--- src/rtl/gpu_cmd_pkg.sv ---
// ==== gpu_cmd_pkg -- shared opcodes, state type and width helper for cmd_sequencer ====
// Revision: 1.0
`default_nettype none

package gpu_cmd_pkg;

  localparam logic [3:0] CTRL_ADDR = 4'd0;

  localparam logic [3:0] OP_START_TILE  = 4'd0;
  localparam logic [3:0] OP_WAIT_TILE   = 4'd1;
  localparam logic [3:0] OP_START_WRITE = 4'd2;
  localparam logic [3:0] OP_WAIT_WRITE  = 4'd3;
  localparam logic [3:0] OP_WAIT_RAM    = 4'd4;
  localparam logic [3:0] OP_RESET_SEQ   = 4'd5;
  localparam logic [3:0] OP_SELECT      = 4'd6;
  localparam logic [3:0] OP_WAIT_ALL    = 4'd7;
  localparam logic [3:0] OP_FENCE       = 4'd8;
  localparam logic [3:0] OP_CLEAR       = 4'd9;

  typedef enum logic [0:0] {
    ST_RUN  = 1'b0,
    ST_HOLD = 1'b1
  } seq_state_t;

  // Channel index width; never below one bit so a single-channel build still has a port.
  function automatic int cw_of(input int n);
    return (n <= 2) ? 1 : $clog2(n);
  endfunction

endpackage

`default_nettype wire

--- src/rtl/cmd_watchdog.sv ---
// ==== cmd_watchdog -- stall counter that forces a blocked command through ====
// Revision: 1.0
`default_nettype none

module cmd_watchdog #(
  parameter int TIMEOUT = 1048576
) (
  input  logic clk,
  input  logic rst_n,
  input  logic stall,
  input  logic clear,
  output logic force_accept
);

  generate
    if (TIMEOUT == 0) begin : g_disabled
      assign force_accept = 1'b0;
    end else begin : g_enabled
      localparam int              CNT_W   = $clog2(TIMEOUT + 1);
      localparam logic [CNT_W-1:0] C_LIMIT = CNT_W'(TIMEOUT);

      logic [CNT_W-1:0] r_count;

      // Saturates at the limit; the forced accept clears it on the following edge.
      always_ff @(posedge clk or negedge rst_n) begin
        if (!rst_n) begin
          r_count <= '0;
        end else if (clear) begin
          r_count <= '0;
        end else if (stall && (r_count != C_LIMIT)) begin
          r_count <= r_count + CNT_W'(1);
        end
      end

      assign force_accept = (r_count == C_LIMIT);
    end
  endgenerate

endmodule

`default_nettype wire

--- src/rtl/cmd_sequencer.sv ---
// ==== cmd_sequencer -- decodes the GPU command stream into channel start pulses ====
// Revision: 1.0
`default_nettype none

module cmd_sequencer
  import gpu_cmd_pkg::*;
#(
  parameter  int NUM_CH  = 2,
  parameter  int TIMEOUT = 1048576,
  localparam int CW      = cw_of(NUM_CH)
) (
  input  logic              gpu_clk,
  input  logic              gpu_resetn,
  input  logic              cmd_valid,
  input  logic [3:0]        cmd_addr,
  input  logic [31:0]       cmd_data,
  output logic              cmd_ready,
  output logic [NUM_CH-1:0] tile_start,
  input  logic [NUM_CH-1:0] tile_done,
  output logic [NUM_CH-1:0] write_start,
  input  logic [NUM_CH-1:0] writing,
  input  logic              writer_busy,
  output logic              param_we,
  output logic [3:0]        param_addr,
  output logic [31:0]       param_data,
  output logic [CW-1:0]     param_chan,
  output logic [CW-1:0]     cur_chan,
  output logic [31:0]       seq_no,
  output logic              fence_irq,
  output logic              err,
  output logic              timeout
);

  localparam logic [NUM_CH-1:0] C_ONE = NUM_CH'(1);

  seq_state_t       r_state;
  seq_state_t       w_state_next;
  logic [CW-1:0]    r_cur_chan;
  logic             w_is_ctrl;
  logic [3:0]       w_opcode;
  logic [2:0]       w_sel;
  logic             w_sel_ok;
  logic             w_cond;
  logic             w_force;
  logic             w_accept;
  logic             w_drop;
  logic             w_stall;
  logic             w_clear;

  assign w_is_ctrl = (cmd_addr == CTRL_ADDR);
  assign w_opcode  = cmd_data[3:0];
  assign w_sel     = cmd_data[6:4];
  assign w_sel_ok  = ({29'd0, w_sel} < 32'(NUM_CH));
  assign cur_chan  = r_cur_chan;

  always_ff @(posedge gpu_clk or negedge gpu_resetn) begin
    if (!gpu_resetn) begin
      r_state <= ST_RUN;
    end else begin
      r_state <= w_state_next;
    end
  end

  // Ready is gated by reset so the pop strobe is low for the whole reset window.
  always_comb begin
    w_cond       = 1'b1;
    w_state_next = ST_RUN;
    if (w_is_ctrl) begin
      case (w_opcode)
        OP_START_TILE:  w_cond = tile_done[r_cur_chan] && !writing[r_cur_chan];
        OP_WAIT_TILE:   w_cond = tile_done[r_cur_chan];
        OP_START_WRITE: w_cond = tile_done[r_cur_chan] && (writing == '0) && !writer_busy;
        OP_WAIT_WRITE:  w_cond = !writing[r_cur_chan];
        OP_WAIT_RAM:    w_cond = !writer_busy;
        OP_WAIT_ALL:    w_cond = (&tile_done) && (writing == '0) && !writer_busy;
        default:        w_cond = 1'b1;
      endcase
    end
    cmd_ready = gpu_resetn && cmd_valid && (r_state == ST_RUN) && (w_cond || w_force);
    w_accept  = cmd_ready;
    w_drop    = w_accept && w_force;
    w_stall   = (r_state == ST_RUN) && cmd_valid && !w_cond;
    w_clear   = w_accept || !cmd_valid;
    if ((r_state == ST_RUN) && w_accept && !w_drop && w_is_ctrl &&
        ((w_opcode == OP_START_TILE) || (w_opcode == OP_START_WRITE))) begin
      w_state_next = ST_HOLD;
    end
  end

  cmd_watchdog #(
    .TIMEOUT (TIMEOUT)
  ) u_watchdog (
    .clk          (gpu_clk),
    .rst_n        (gpu_resetn),
    .stall        (w_stall),
    .clear        (w_clear),
    .force_accept (w_force)
  );

  always_ff @(posedge gpu_clk or negedge gpu_resetn) begin
    if (!gpu_resetn) begin
      tile_start  <= '0;
      write_start <= '0;
      param_we    <= 1'b0;
      param_addr  <= '0;
      param_data  <= '0;
      param_chan  <= '0;
      fence_irq   <= 1'b0;
      r_cur_chan  <= '0;
      seq_no      <= '0;
      err         <= 1'b0;
      timeout     <= 1'b0;
    end else begin
      tile_start  <= '0;
      write_start <= '0;
      param_we    <= 1'b0;
      fence_irq   <= 1'b0;
      if (w_accept) begin
        seq_no <= seq_no + 32'd1;
        if (w_drop) begin
          timeout <= 1'b1;
        end else if (!w_is_ctrl) begin
          param_we   <= 1'b1;
          param_addr <= cmd_addr;
          param_data <= cmd_data;
          param_chan <= r_cur_chan;
        end else begin
          case (w_opcode)
            OP_START_TILE:  tile_start  <= C_ONE << r_cur_chan;
            OP_START_WRITE: write_start <= C_ONE << r_cur_chan;
            OP_WAIT_TILE, OP_WAIT_WRITE, OP_WAIT_RAM, OP_WAIT_ALL: ;
            OP_RESET_SEQ:   seq_no <= '0;
            OP_SELECT: begin
              if (w_sel_ok) begin
                r_cur_chan <= w_sel[CW-1:0];
              end else begin
                err <= 1'b1;
              end
            end
            OP_FENCE:       fence_irq <= 1'b1;
            OP_CLEAR: begin
              err     <= 1'b0;
              timeout <= 1'b0;
            end
            default:        err <= 1'b1;
          endcase
        end
      end
    end
  end

endmodule

`default_nettype wire

--- config.mk ---
export PLATFORM = sky130hd
export DESIGN_NAME = cmd_sequencer
export DESIGN_NICKNAME = d
export VERILOG_FILES = /design/src/rtl/gpu_cmd_pkg.sv /design/src/rtl/cmd_watchdog.sv /design/src/rtl/cmd_sequencer.sv
export SDC_FILE = /design/constraint.sdc
export NUM_CORES = 1
export LEC_CHECK = 0
export CORE_MARGIN = 3
export CORE_UTILIZATION = 40
export CTS_CLUSTER_SIZE = 10
export DETAILED_ROUTE_END_ITERATION = 8
export DONT_BUFFER_PORTS = 1
export GPL_ROUTABILITY_DRIVEN = 0
export SYNTH_ARGS = -nofsm -noshare
export SYNTH_HDL_FRONTEND = slang
export SYNTH_SLANG_ARGS = --single-unit
--- constraint.sdc ---
create_clock -name gpu_clk -period 4.21 [get_ports gpu_clk]
set_input_delay 0.421 -clock gpu_clk [delete_from_list [all_inputs] [get_ports gpu_clk]]
set_output_delay 0.421 -clock gpu_clk [all_outputs]
set_load 0.01 [all_outputs]
Figure 1. Signal wires on met1 (run 1).
Supply wires on this layer in grey.
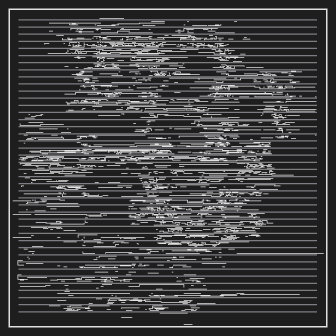
wire length on this layer: 5480 um
nets with wire on the layer: 523
share of all routed wire: 42%
longest straight run: 33.1 um

Figure 2. The metal 2 layer (run 1).
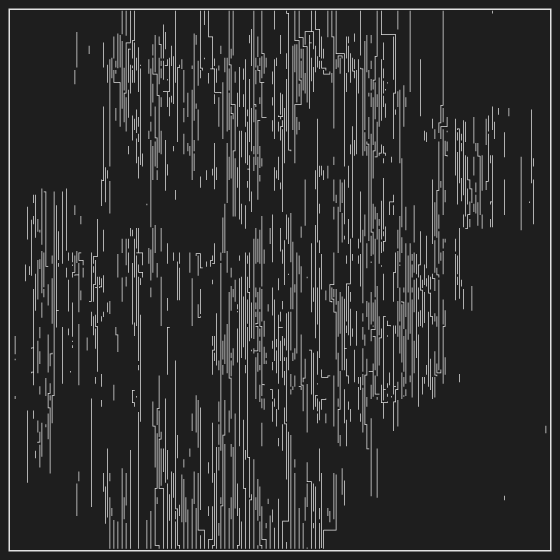
wire length on this layer: 6460 um
share of all routed wire: 49%
main direction: vertical

==> run notes, run 1 <==
Implementation status.

- Summing all non-filler instances in the final layout gives an area of between 5000 and 6000 sq um.
- The number of top-level design ports is between 100 and 150.
- The maximum root-to-sink buffer count is 2.
- The most common flop cell mapped by yosys is dfrtp_1.
- The initial antenna violation count is 0.
- The average cell area after synthesis is ~10 sq um.
- The flow ran to the end, and the final reports show no timing, DRC or antenna violations.
- The leakage power is between 2 and 2.5 nW.
- The floorplan step defined a core boundary enclosing between 10000 and 15000 sq um.
- STA classifies the critical path startpoint as a register.
- The most utilized layer in the global route result is met2.
- Looking at the clock tree report, the H-tree level count equals 3.
- The sequential share of the synthesized area is 47.5%.
- Entering global routing, the biggest net connects slightly above 100 pins.
- The vertical die dimension reported for this design is around 120 um.
- Compared with the post-synthesis result, the final layout area differs by 8.38%.
- Of all nets on the critical path, the largest fanout is 17.
- The clock network burns between 30% and 40% of the power.
- The peak clock frequency supported by timing is about 320 MHz.
- The cell area after synthesis is 5270 sq um.
- Net switching is between 20% and 30% of the power.
- The number of synthesized flops with an enable pin is 0.
- The type of destination of the critical path is an output pin.
- TritonCTS built the clock tree.
- Detailed-route iteration 0 reported a violation count of roughly 260.
- The min-delay analysis places its worst path in the category primary input to asynchronous set/reset pin.
- Looking at the post-CTS report, the setup buffer insertion count equals 0.
- The share of total power dissipated in sequential elements is 54.1%.
- The worst hold slack is 0.00250 ns.
- Once routing completed, OpenROAD measured the worst setup slack at about 1.1 ns.
- The count of inserted antenna diode cells is 0.
- The HPWL after detailed placement is 9010 um.
- The count of buffers from port buffering is 0.
- After floorplanning, the core was divided into ~40 placement rows.
- The critical path is of the register to output pin type.
- The share of the core filled by cells before placement is ~41%.
Figure 3. Met3 routing (run 1).
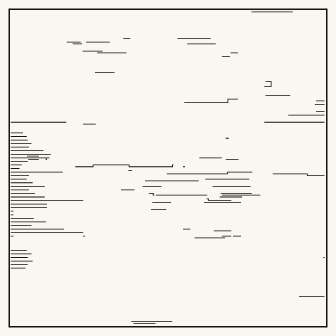
wire length on this layer: 866 um
share of all routed wire: 6.6%
main direction: horizontal

[run 1: cells in the mapped netlist, drive strengths merged (17+ instances only)]
cell	count	share of area [%]
dfrtp	100	48
nand2	55	3.9
mux2	39	8.4
o21ai	35	3.5
nor2	27	1.9
nand3	25	2.7
or4	23	3.3
nor4	21	3.0
a21oi	20	1.9
o31ai	18	2.8
buf	17	1.8
[run 1: what timing repair did]
item / CTS / global route
hold buffers: 1 / 0
gates resized: 0 / 0
endpoints found under the hold margin: 100 / 0
[run 1: layout make-up]
class	instances	area (sq um)
Clock buffer	10	239
Clock inverter	6	53.8
Fill cell	1229	7010
Inverter	15	56.3
Multi-Input combinational cell	382	2580
Sequential cell	100	2500
Tap cell	172	215
Timing Repair Buffer	6	65.1
[run 1: kinds of logic after synthesis]
| group | after synthesis | synth area share (%) |
|---|---|---|
| AND-OR/OR-AND | 101 | 12.9 |
| XOR/XNOR | 1 | 0.166 |
| adder cells (fa/ha/maj) | 3 | 0.713 |
| buffers and inverters | 43 | 3.68 |
| flip-flops | 100 | 47.5 |
| multiplexers | 48 | 10.1 |
| AND/OR/NAND/NOR | 229 | 24.9 |
[run 1: flip-flops by register name (all words and copies together) (netlist names)]
register and count:
param_data 32, seq_no 32, u_watchdog.g_enabled.r_count 21, param_addr 4
tile_start 2, write_start 2, cur_chan 1, err 1
fence_irq 1, param_chan 1, param_we 1, r_state 1
timeout 1
[run 1: routing by layer]
layer | vias up | share of wire (%)
li1 | 1954 | -
met1 | 2083 | 42
met2 | 135 | 49
met3 | 18 | 6.6
met4 | 0 | 2.4
met5 | - | 0
[run 1: critical path, cell delays in order, from the launching register on]
cell	delay, ns
dfrtp_1	0.55
mux2_4	0.35
a221oi_2	0.24
o22ai_2	0.21
o31ai_4	0.60
inv_1	0.36
[run 1: path summary, 6_finish.rpt]
path	start	end	slack, ns	cells after the start
worst min register to register	param_chan	param_chan	0.57	2
worst max-delay path	cur_chan	cmd_ready	1.12	5
worst max register to register	cur_chan	u_watchdog.g_enabled.r_count[10]	1.41	6
max in group asynchronous	gpu_resetn	seq_no[26]	3.81	1
min in group gpu_clk	cmd_data[1]	tile_start[1]	0.13	1
worst min-delay path	gpu_resetn	param_data[11]	0.003	1
[run 1: placed cells by master (no fill, tap or decap), types with 17 or more instances in the layout]
cell type	netlist	final
a21oi_1	20	20
o21ai_0	32	32
nand3_1	22	22
dfrtp_1	100	100
nor2_1	27	27
nor4_1	17	17
nand2_1	55	55
mux2_2	38	38
o31ai_1	17	17
or4_1	23	23
[run 1: power groups by stage]
| stage | Sequential (W) | Combinational, W | Clock [W] |
|---|---|---|---|
| 2_1_floorplan | 0.00117 | 0.000147 | 0 |
| 3_3_place_gp | 0.00120 | 0.000157 | 0 |
| 3_5_place_dp | 0.00120 | 0.000163 | 0 |
| 4_1_cts | 0.00119 | 0.000186 | 0.000849 |
| 5_1_grt | 0.00120 | 0.000210 | 0.000884 |
| 6_report | 0.00118 | 0.000183 | 0.000822 |
--- run 2 (diff from run 1) ---
==> constraint.sdc (replaced) <==
create_clock -name gpu_clk -period 3 [get_ports gpu_clk]
set_input_delay 0.3 -clock gpu_clk [delete_from_list [all_inputs] [get_ports gpu_clk]]
set_output_delay 0.3 -clock gpu_clk [all_outputs]
set_load 0.01 [all_outputs]
==> run 2 against run 1 <==
Clock skew increased by 0.0051 ns. Worst hold slack better by 0.023 ns. Critical endpoint unchanged. Register-to-register slack worse by 1.2 ns. Synthesized area is the same. Synthesized cell count did not move. Design area is 1.9% higher. Cell count grew 1.3%. Highest routed layer unchanged.
==> run notes, run 2 <==
Implementation status.

- The sort of element at the start of the critical path is a register.
- The launching point of the worst reg2reg path is cur_chan.
- The critical hold path startpoint is cmd_data[0].
- The first-iteration detailed-routing DRC count is 258 (-1.5%).
- The path type of the worst min-delay path is primary input to register.
- The CTS H-tree depth is 3 (unchanged).
- The instance count along the most critical hold path is 1.
- For reference, the top cells by area after synthesis are dfrtp_1 48%, mux2_2 8.1%, nand2_1 3.9%.
- The area share of the largest cell type after synthesis is 47.5% (unchanged).
- The count of cells along the worst register-to-register path is 7 (+1).
- The post-CTS setup buffer count is 0 (unchanged).
- For this run, the top clock speed supported by timing is around 360 MHz.
- The cell area after synthesis is 5270 sq um (unchanged).
- The number of top-level design ports came to 123 (unchanged).
- The commonest non-fill, non-tap cell in the layout is dfrtp_1.
- The share of the core filled by cells before placement was 41.4% (unchanged).
- The worst register-to-register path ends at u_watchdog.g_enabled.r_count[7].
- The run finished with clean final reports.
- The leakage power is 2.22 nW (+2.9%).
- Ranking logic cells in the layout by count gives the top entries 100 x dfrtp_1, 55 x nand2_1, 38 x mux2_2, 32 x o21ai_0, 27 x nor2_1.
- The registers reported with the highest flop counts are param_data x32, seq_no x32, u_watchdog.g_enabled.r_count x21.
- The reg2reg setup slack is 0.25 ns (-1.16 ns).
- The average cell area after synthesis is 10.0 sq um (unchanged).
- The number of placement rows is 41 (unchanged).
- The initial antenna violation count is 0 (unchanged).
## run 2: how the worst max path moves through the flow
stage                     startpoint                         endpoint  slack, ns  depth (start not counted)
after floorplan             cur_chan  u_watchdog.g_enabled.r_count[5]       0.73                          7
after global placement      cur_chan  u_watchdog.g_enabled.r_count[7]       0.33                          7
after detailed placement    cur_chan  u_watchdog.g_enabled.r_count[7]       0.34                          7
after CTS                   cur_chan                        cmd_ready       0.18                          6
after global routing        cur_chan                        cmd_ready       0.07                          6
final                       cur_chan                        cmd_ready       0.20                          6
## run 2: worst max-delay path, cell delays in order, from the launching register on
cell and delay (ns):
dfrtp_1 0.57, mux2_4 0.35, a221oi_2 0.25, o22ai_2 0.20
o31ai_4 0.32, inv_1 0.24, buf_4 0.20
## run 2: stage by stage
| stage | util (%) | setup slack, ns | instances | total power [W] | cell area (sq um) |
|---|---|---|---|---|---|
| after floorplan | - | 0.726 | 525 | 0.00184 | 5270 |
| after global placement | 42.8 | 0.328 | 680 | 0.00192 | 5450 |
| after detailed placement | 42.8 | 0.342 | 680 | 0.00194 | 5450 |
| after CTS | 45.7 | 0.183 | 700 | 0.00322 | 5820 |
| after global routing | 45.7 | 0.0739 | 700 | 0.00331 | 5820 |
| final | 45.7 | 0.201 | 700 | 0.00317 | 5820 |
## run 2: power breakdown
group / total, W / internal (W) / switching (W)
Combinational: 0.000289 / 0.000133 / 0.000155
Sequential: 0.00165 / 0.00147 / 0.000181
Clock: 0.00123 / 0.000672 / 0.000560
Total: 0.00317 / 0.00227 / 0.000897
## run 2: layout make-up
class,count,area [sq um],area share (%)
multi-input combinational,382,2580,44.3
sequential,100,2500,43.0
clock buffer,9,225,3.87
tap,172,215,3.70
timing repair buffer,15,153,2.62
clock inverter,7,90.1,1.55
inverter,15,56.3,0.968
## run 2: kinds of logic after synthesis
| group | after synthesis | share of synthesized area [%] |
|---|---|---|
| AND-OR/OR-AND | 101 | 12.9 |
| XOR/XNOR | 1 | 0.166 |
| adder cells (fa/ha/maj) | 3 | 0.713 |
| buffers and inverters | 43 | 3.68 |
| flip-flops | 100 | 47.5 |
| multiplexers | 48 | 10.1 |
| AND/OR/NAND/NOR | 229 | 24.9 |
## run 2: timing repair
item | CTS | global route
endpoints found under the setup margin | 0 | 0
hold buffers | 4 | 0
resized | 0 | 0
hold endpoints to repair | 102 | 0
## run 2: routing by layer
layer | global-route usage, % | up-vias | share of wire (%)
li1 | - | 1970 | -
met1 | 24.6 | 2054 | 44
met2 | 28.9 | 120 | 48
met3 | 4.40 | 23 | 5.9
met4 | 8.43 | 0 | 2.5
met5 | 0 | - | 0
Figure 4. Clock nets (run 2).
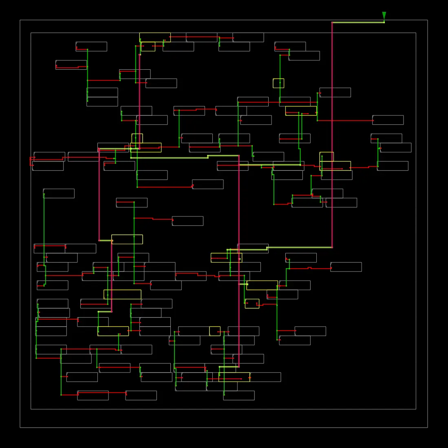
number of flip-flops and latches: 100
CTS sink cnt: 100
final-layout clock buffer total: 9
Post-Route Skew: 0.0108 ns

Figure 5. Signal wires on met1 (run 2).
Supply wires on this layer in grey.
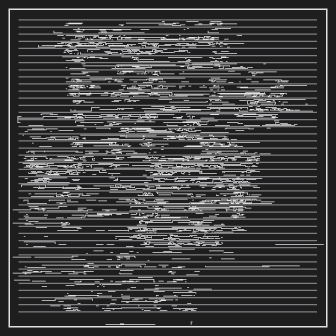
main direction: horizontal
share of all routed wire: 44%

Power is estimated from default activity; no workload was simulated.
